## src/rtl/rs_232_out_fifo.sv

```systemverilog
// RS-232 transmitter with a small byte FIFO in front of the shifter.
//
// Frame: 1 start bit (0), 8 data bits LSB first, 2 stop bits (1), each bit
// held BIT_CYCLES clocks. Frames run back to back while the FIFO holds data.
//
// Ports:
//   clk       - single clock, rising edge
//   rst       - synchronous, active-high reset
//   wr_data   - byte to queue
//   wr_en     - write strobe, wr_data captured on every edge it is high
//   full      - FIFO holds FIFO_DEPTH bytes
//   level     - FIFO occupancy, 0..FIFO_DEPTH
//   overflow  - one-cycle pulse after a write was dropped
//   shiftout  - registered serial line, idle high
//   busy      - transmitter not idle
//   tx_done   - one-cycle pulse after each completed frame
module rs_232_out_fifo #(
  parameter int unsigned BIT_CYCLES = 16,
  parameter int unsigned FIFO_DEPTH = 4
) (
  input  logic       clk,
  input  logic       rst,
  input  logic [7:0] wr_data,
  input  logic       wr_en,
  output logic       full,
  output logic [2:0] level,
  output logic       overflow,
  output logic       shiftout,
  output logic       busy,
  output logic       tx_done
);

  localparam int unsigned PtrW = (FIFO_DEPTH > 1) ? $clog2(FIFO_DEPTH) : 1;
  localparam int unsigned CntW = (BIT_CYCLES > 1) ? $clog2(BIT_CYCLES) : 1;
  localparam logic [PtrW-1:0] PtrLast  = PtrW'(FIFO_DEPTH - 1);
  localparam logic [CntW-1:0] CntLast  = CntW'(BIT_CYCLES - 1);
  localparam logic [2:0]      LevelMax = 3'(FIFO_DEPTH);

  typedef enum logic [1:0] {StIdle, StStart, StData, StStop} state_e;

  state_e          state_q, state_d;
  logic [CntW-1:0] cnt_q, cnt_d;
  logic [2:0]      bit_idx_q, bit_idx_d;
  logic [7:0]      sh_q, sh_d;
  logic            shiftout_q, shiftout_d;
  logic            tx_done_q, tx_done_d;
  logic            overflow_q, overflow_d;
  logic [2:0]      level_q, level_d;
  logic [PtrW-1:0] wr_ptr_q, wr_ptr_d;
  logic [PtrW-1:0] rd_ptr_q, rd_ptr_d;
  logic [7:0]      mem_q [FIFO_DEPTH];

  logic bit_end;
  logic have_data;
  logic pop;
  logic push;

  assign bit_end   = (cnt_q == CntLast);
  assign have_data = (level_q != 3'd0);

  // Transmit FSM: next state, counters, shift register and line level.
  always_comb begin
    state_d    = state_q;
    cnt_d      = cnt_q;
    bit_idx_d  = bit_idx_q;
    sh_d       = sh_q;
    shiftout_d = shiftout_q;
    tx_done_d  = 1'b0;
    pop        = 1'b0;

    unique case (state_q)
      StIdle: begin
        shiftout_d = 1'b1;
        cnt_d      = '0;
        bit_idx_d  = '0;
        if (have_data) begin
          pop        = 1'b1;
          sh_d       = mem_q[rd_ptr_q];
          shiftout_d = 1'b0;
          state_d    = StStart;
        end
      end
      StStart: begin
        if (bit_end) begin
          cnt_d      = '0;
          bit_idx_d  = '0;
          shiftout_d = sh_q[0];
          state_d    = StData;
        end else begin
          cnt_d = cnt_q + CntW'(1);
        end
      end
      StData: begin
        if (bit_end) begin
          cnt_d = '0;
          if (bit_idx_q == 3'd7) begin
            bit_idx_d  = '0;
            shiftout_d = 1'b1;
            state_d    = StStop;
          end else begin
            // sh_q[1] becomes bit 0 after the shift: drive it now.
            sh_d       = {1'b0, sh_q[7:1]};
            shiftout_d = sh_q[1];
            bit_idx_d  = bit_idx_q + 3'd1;
          end
        end else begin
          cnt_d = cnt_q + CntW'(1);
        end
      end
      StStop: begin
        if (bit_end) begin
          cnt_d = '0;
          if (bit_idx_q == 3'd1) begin
            tx_done_d = 1'b1;
            bit_idx_d = '0;
            if (have_data) begin
              // Chain straight into the next start bit, no idle gap.
              pop        = 1'b1;
              sh_d       = mem_q[rd_ptr_q];
              shiftout_d = 1'b0;
              state_d    = StStart;
            end else begin
              shiftout_d = 1'b1;
              state_d    = StIdle;
            end
          end else begin
            bit_idx_d = bit_idx_q + 3'd1;
          end
        end else begin
          cnt_d = cnt_q + CntW'(1);
        end
      end
      default: begin
        shiftout_d = 1'b1;
        state_d    = StIdle;
      end
    endcase
  end

  // FIFO bookkeeping. A pop on the same edge frees the slot a full write needs;
  // the pop reads the old head before the write lands in that slot.
  always_comb begin
    push       = wr_en && ((level_q != LevelMax) || pop);
    overflow_d = wr_en && !push;

    level_d = level_q;
    if (push && !pop) begin
      level_d = level_q + 3'd1;
    end else if (pop && !push) begin
      level_d = level_q - 3'd1;
    end

    wr_ptr_d = wr_ptr_q;
    if (push) begin
      wr_ptr_d = (wr_ptr_q == PtrLast) ? '0 : wr_ptr_q + PtrW'(1);
    end

    rd_ptr_d = rd_ptr_q;
    if (pop) begin
      rd_ptr_d = (rd_ptr_q == PtrLast) ? '0 : rd_ptr_q + PtrW'(1);
    end
  end

  always_ff @(posedge clk) begin
    if (rst) begin
      state_q    <= StIdle;
      cnt_q      <= '0;
      bit_idx_q  <= '0;
      sh_q       <= '0;
      shiftout_q <= 1'b1;
      tx_done_q  <= 1'b0;
      overflow_q <= 1'b0;
      level_q    <= '0;
      wr_ptr_q   <= '0;
      rd_ptr_q   <= '0;
    end else begin
      state_q    <= state_d;
      cnt_q      <= cnt_d;
      bit_idx_q  <= bit_idx_d;
      sh_q       <= sh_d;
      shiftout_q <= shiftout_d;
      tx_done_q  <= tx_done_d;
      overflow_q <= overflow_d;
      level_q    <= level_d;
      wr_ptr_q   <= wr_ptr_d;
      rd_ptr_q   <= rd_ptr_d;
    end
  end

  // Storage needs no reset; pointers and level define what is valid.
  always_ff @(posedge clk) begin
    if (push && !rst) begin
      mem_q[wr_ptr_q] <= wr_data;
    end
  end

  assign full     = (level_q == LevelMax);
  assign level    = level_q;
  assign overflow = overflow_q;
  assign shiftout = shiftout_q;
  assign busy     = (state_q != StIdle);
  assign tx_done  = tx_done_q;

endmodule

```

## config.mk

```make
export PLATFORM = sky130hd
export DESIGN_NAME = rs_232_out_fifo
export DESIGN_NICKNAME = d
export VERILOG_FILES = /design/src/rtl/rs_232_out_fifo.sv
export SDC_FILE = /design/constraint.sdc
export NUM_CORES = 1
export LEC_CHECK = 0
export ABC_AREA = 1
export CORE_UTILIZATION = 35
export DETAILED_ROUTE_END_ITERATION = 12
export PLACE_DENSITY = 0.49
export SKIP_CTS_REPAIR_TIMING = 1
export SLEW_MARGIN = 20
export SYNTH_ARGS = -nofsm -noshare
export SYNTH_HDL_FRONTEND = slang
export SYNTH_SLANG_ARGS = --single-unit
```

## constraint.sdc

```tcl
create_clock -name clk -period 4.37 [get_ports clk]
set_clock_uncertainty 0.15 [all_clocks]
set_input_delay 0.874 -clock clk [delete_from_list [all_inputs] [get_ports clk]]
set_output_delay 0.874 -clock clk [all_outputs]
set_load 0.02 [all_outputs]
```

### Floorplan with the power grid, run 1

Bar = 20 um. Pins as bars on the die edge. Tap cells in gray.
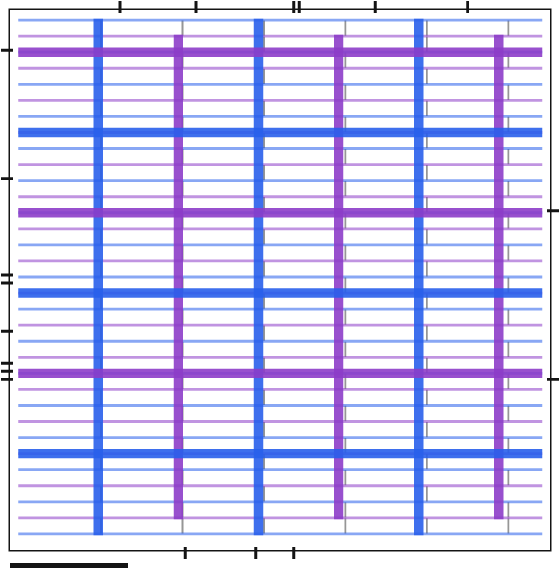
VDD: drawn in purple. VSS: drawn in blue.
The core has 32 rows. 33 met1 rails follow the rows. 102 tap cells.
Die Ht: 91.5 um
Die X: 91.5 um
VDD IR max: 0.317 mV
core area: 7730 um^2

### Placement by cell class, run 1

Bar = 20 um.
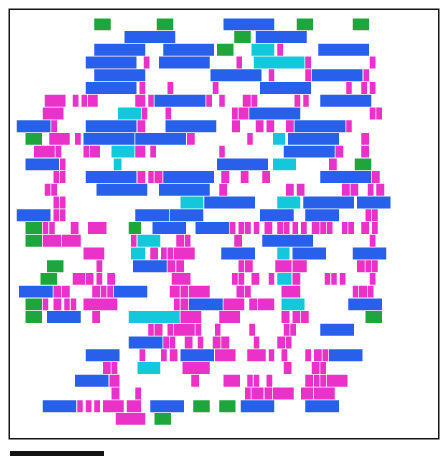
remaining logic cells: drawn in magenta, cells 224, share of their area 38%. registers: drawn in blue, cells 61, share of their area 49%. clock drivers and dummy loads: drawn in cyan, cells 16, share of their area 7.0%. remaining buffers and delay cells: drawn in green, cells 19, share of their area 5.9%.
FP Rows: 32
sequential share of cell area: 46.9%
Finished Cell Area: 3290 um^2
post-layout util: 42.5%

### Clock network drawn from the DEF, run 1

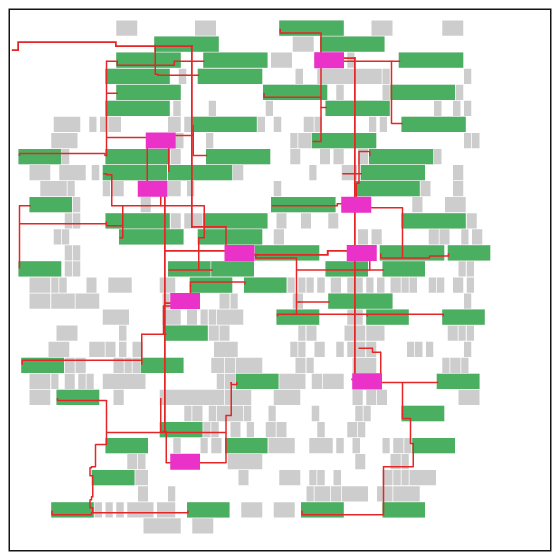
flip-flops: drawn in green, count 61. clock-net drivers: drawn in magenta, count 9. clock wires: drawn in red, length 818 um.
There are 10 routed clock nets.
Clock power frac: 26.9%
worst-skew pair later-pin latency: 0.34 ns
Clock Power: 0.000561 W

### Signal wires by layer, run 1

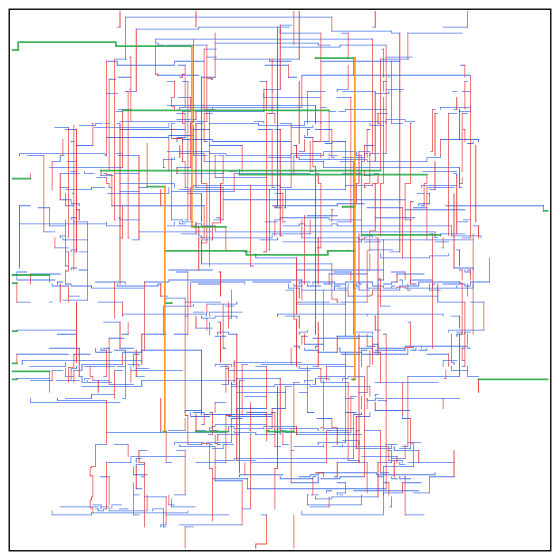
M4: drawn in orange, wire length 127 um. M1: drawn in blue, wire length 2910 um. M3: drawn in green, wire length 253 um. M2: drawn in red, wire length 2470 um.
DR WL/cell: 13.6 um
GRT Util Overall: 14.9%

==> run_results.csv, run 1 <==
group,metric,value,unit
synth,top_area_share,34.3,%
sta,finalHoldViolCount,0,
synth,synth.distinct_cells,31,
finish,diodes,0,
critical_path,cp-end-kind,"primary output",
finish,nonClkBufAreaFrac,5.71,%
critical_path,rrSetupSlack,1.68,ns
synth,ys_sh_aoi,12.1,%
synth,synth_cells,294,
finish,final_cell_mix,"nor2_1 (62), nand2_1 (34), o21ai_0 (33)",
finish,largest_reg_flops,32,
sta,fin_hold_ws,0.310,ns
routing,viasPerCell,4.56,
synth,fp_nets,322,
clocking,h-tree-depth,3,
finish,buffers_excl_clock,19,
sta,worst_slew_pin_slew,0.745,ns
sta,max_freq,0.344,GHz
grt,use_met3,2.85,%
finish,final-clk-cell-share,6.74,%
synth,yosys.area.top_type,"edfxtp_1",
grt,grt_max_degree,20,
synth,synthSimpleGateAreaFrac,19.6,%
pwr,p_seq_share,37.8,%
synth,ys_ff,61,
pwr,top_power_group,"sequential cells",
critical_path,cp_slowest_cell,"clkdlybuf4s50_1",
synth,synthArstFlopShare,0,%
placed_design,pre_cts_ws,1.56,ns
synth,synthTopCellsByCount,"nor2_1 (62), nand2_1 (34), o21ai_0 (33)",
sta,tns,0,ns
finish,comb_area,1120,um^2
worst_hold_path,hold_start,"cnt_q[0]$_SDFF_PP0_",
finish,largestRegisters,"mem_q x32, sh_q x8, cnt_q x4",
critical_path,cp_top_family,"buffers and inverters",
synth,ys_sh_adder,7.86,%
synth,synth_area,2800,um^2
critical_path,worstPathArrival,1.88,ns
routing,wl_met1,2910,um
grt,busiest_layer,"met2",
finish,top_register,"mem_q",
finish,seq_cells,61,
sta,setup_ws,1.46,ns
critical_path,path_buffers,3,
critical_path,cp_max_fo,7,
placed_design,gp_congestion,0.797,
critical_path,slowest_delay,0.63,ns
synth,ys_top_logic_family,"simple AND/OR/NAND/NOR gates",
synth,mux_share,0,%
critical_path,cpMostUsedCell,"inv_1",
clocking,clock_path_buffers,2,
run_status,status,"completed",
pwr,power.switching,0.000789,W
synth,yosysMostFrequentCell,"nor2_1",
grt,grt_pass1_wl,9070,um
placed_design,placed_cell_area,3060,um^2
sta,post-route-period-util,66.5,%
synth,ys_seq_share,55.0,%
synth,xor_area_share,0.313,%
finish,clock_buffers,9,
finish,logic_gates,200,
synth,yosysWarnings,0,
grt,grt_pass1_vias,1763,
routing,wl_met3,253,um
finish,largest_class,"registers",
finish,drive_above_1_share,11.6,%
critical_path,critical_path.startpoint,"state_q[0]$_SDFFE_PP0P_",
synth,synth.avg_cell_area,9.53,um^2
sta,setup_viol,0,
pwr,seq_power,0.000787,W
clocking,cts_sinks,61,
sta,maxSlewViolCount,0,
### Routing congestion map, run 1

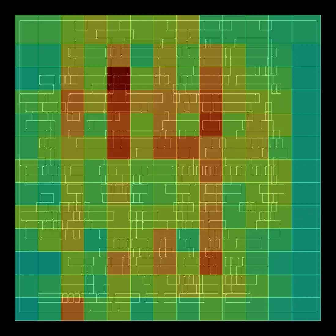

==> run 2: changes to the inputs <==
- PLACE_DENSITY: 0.49 -> 0.51
- clock period: 4.37 -> 2.6 ns (I/O delays scaled with it)
### Routing congestion map, run 2

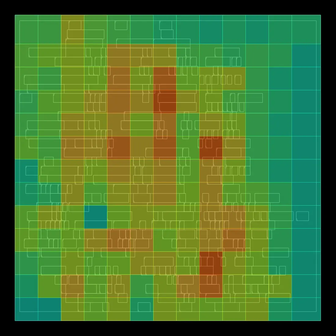
met2 Track Usage GR: 21.9%
GRT Util Overall: 14.7%
post-layout util: 44.1%

==> run_results.csv, run 2 <==
group,metric,value,unit
finish,drive_above_1_share,18.3,%
placed_design,pre_cts_ws,-0.0229,ns
routing,wl_met3,166,um
finish,buffers_excl_clock,33,
worst_hold_path,hold_start,"cnt_q[0]$_SDFF_PP0_",
placed_design,gp_congestion,0.730,
pwr,power.switching,0.00137,W
placed_design,placed_cell_area,3160,um^2
synth,xor_area_share,0.313,%
critical_path,worstPathArrival,1.78,ns
routing,viasPerCell,4.53,
critical_path,cp-end-kind,"primary output",
synth,ys_seq_share,55.0,%
finish,nonClkBufAreaFrac,8.60,%
synth,mux_share,0,%
critical_path,cp_top_family,"buffers and inverters",
pwr,clock_power_share,23.9,%
synth,top_area_share,34.3,%
finish,largest_reg_flops,32,
routing,wl_per_cell,12.5,um
sta,finalHoldViolCount,0,
grt,grt_max_degree,17,
grt,use_met3,5.78,%
finish,final_cell_mix,"nor2_1 (62), nand2_1 (34), o21ai_0 (32), edfxtp_1 (32), dfxtp_1 (26)",
synth,fp_nets,322,
pwr,seq_power,0.00130,W
finish,diodes,0,
pwr,power_clock,0.000845,W
synth,synth_cells,294,
finish,seq_cells,61,
finish,largestRegisters,"mem_q x32, sh_q x8, cnt_q x4",
synth,synth_area,2800,um^2
critical_path,rrSetupSlack,0.22,ns
sta,fin_hold_ws,0.311,ns
floorplanning,die_width,91.5,um
sta,tns,0,ns
synth,ys_top_logic_family,"simple AND/OR/NAND/NOR gates",
finish,logic_gates,200,
critical_path,slowest_delay,0.67,ns
sta,max_freq,0.407,GHz
finish,comb_area,1150,um^2
synth,synthTopCellsByCount,"nor2_1 (62), nand2_1 (34), o21ai_0 (33)",
sta,worst_slew_pin_slew,0.348,ns
clocking,clock_path_buffers,2,
synth,ys_ff,61,
finish,clock_buffers,9,
sta,setup_viol,0,
floorplanning,rows,32,
routing,wl_met1,2750,um
synth,yosys.area.top_type,"edfxtp_1",
synth,synth.avg_cell_area,9.53,um^2
clocking,clkLatencyLatePin,0.35,ns
synth,ys_sh_adder,7.86,%
critical_path,critical_path.startpoint,"level[0]$_SDFFE_PP0P_",
finish,final-clk-cell-share,5.80,%
synth,synthSimpleGateAreaFrac,19.6,%
synth,synth.distinct_cells,31,
clocking,h-tree-depth,3,
critical_path,cp_max_fo,5,
pwr,top_power_group,"combinational logic",
run_status,status,"completed",
clocking,cts_sinks,61,
### Floorplan with the power grid, run 2

Bar = 20 um. Pins as bars on the die edge. Tap cells in gray.
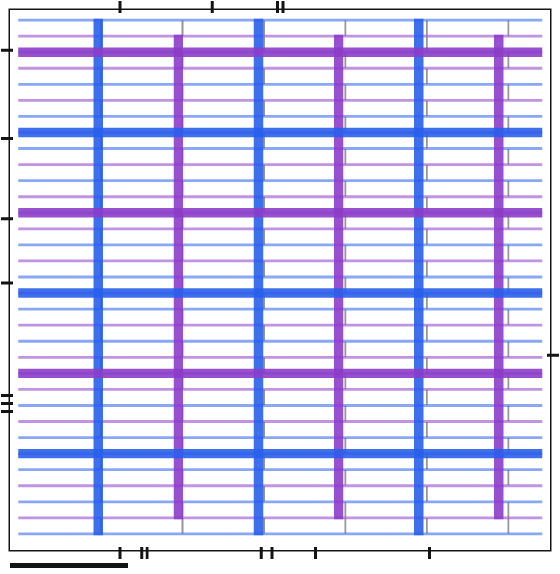
VSS: drawn in blue. VDD: drawn in purple.
102 tap cells. 6 straps on met4. The core has 32 rows. 6 straps on met5.
VDD IR max: 0.405 mV

No activity file was given, so power comes from the tool's default toggle rates.
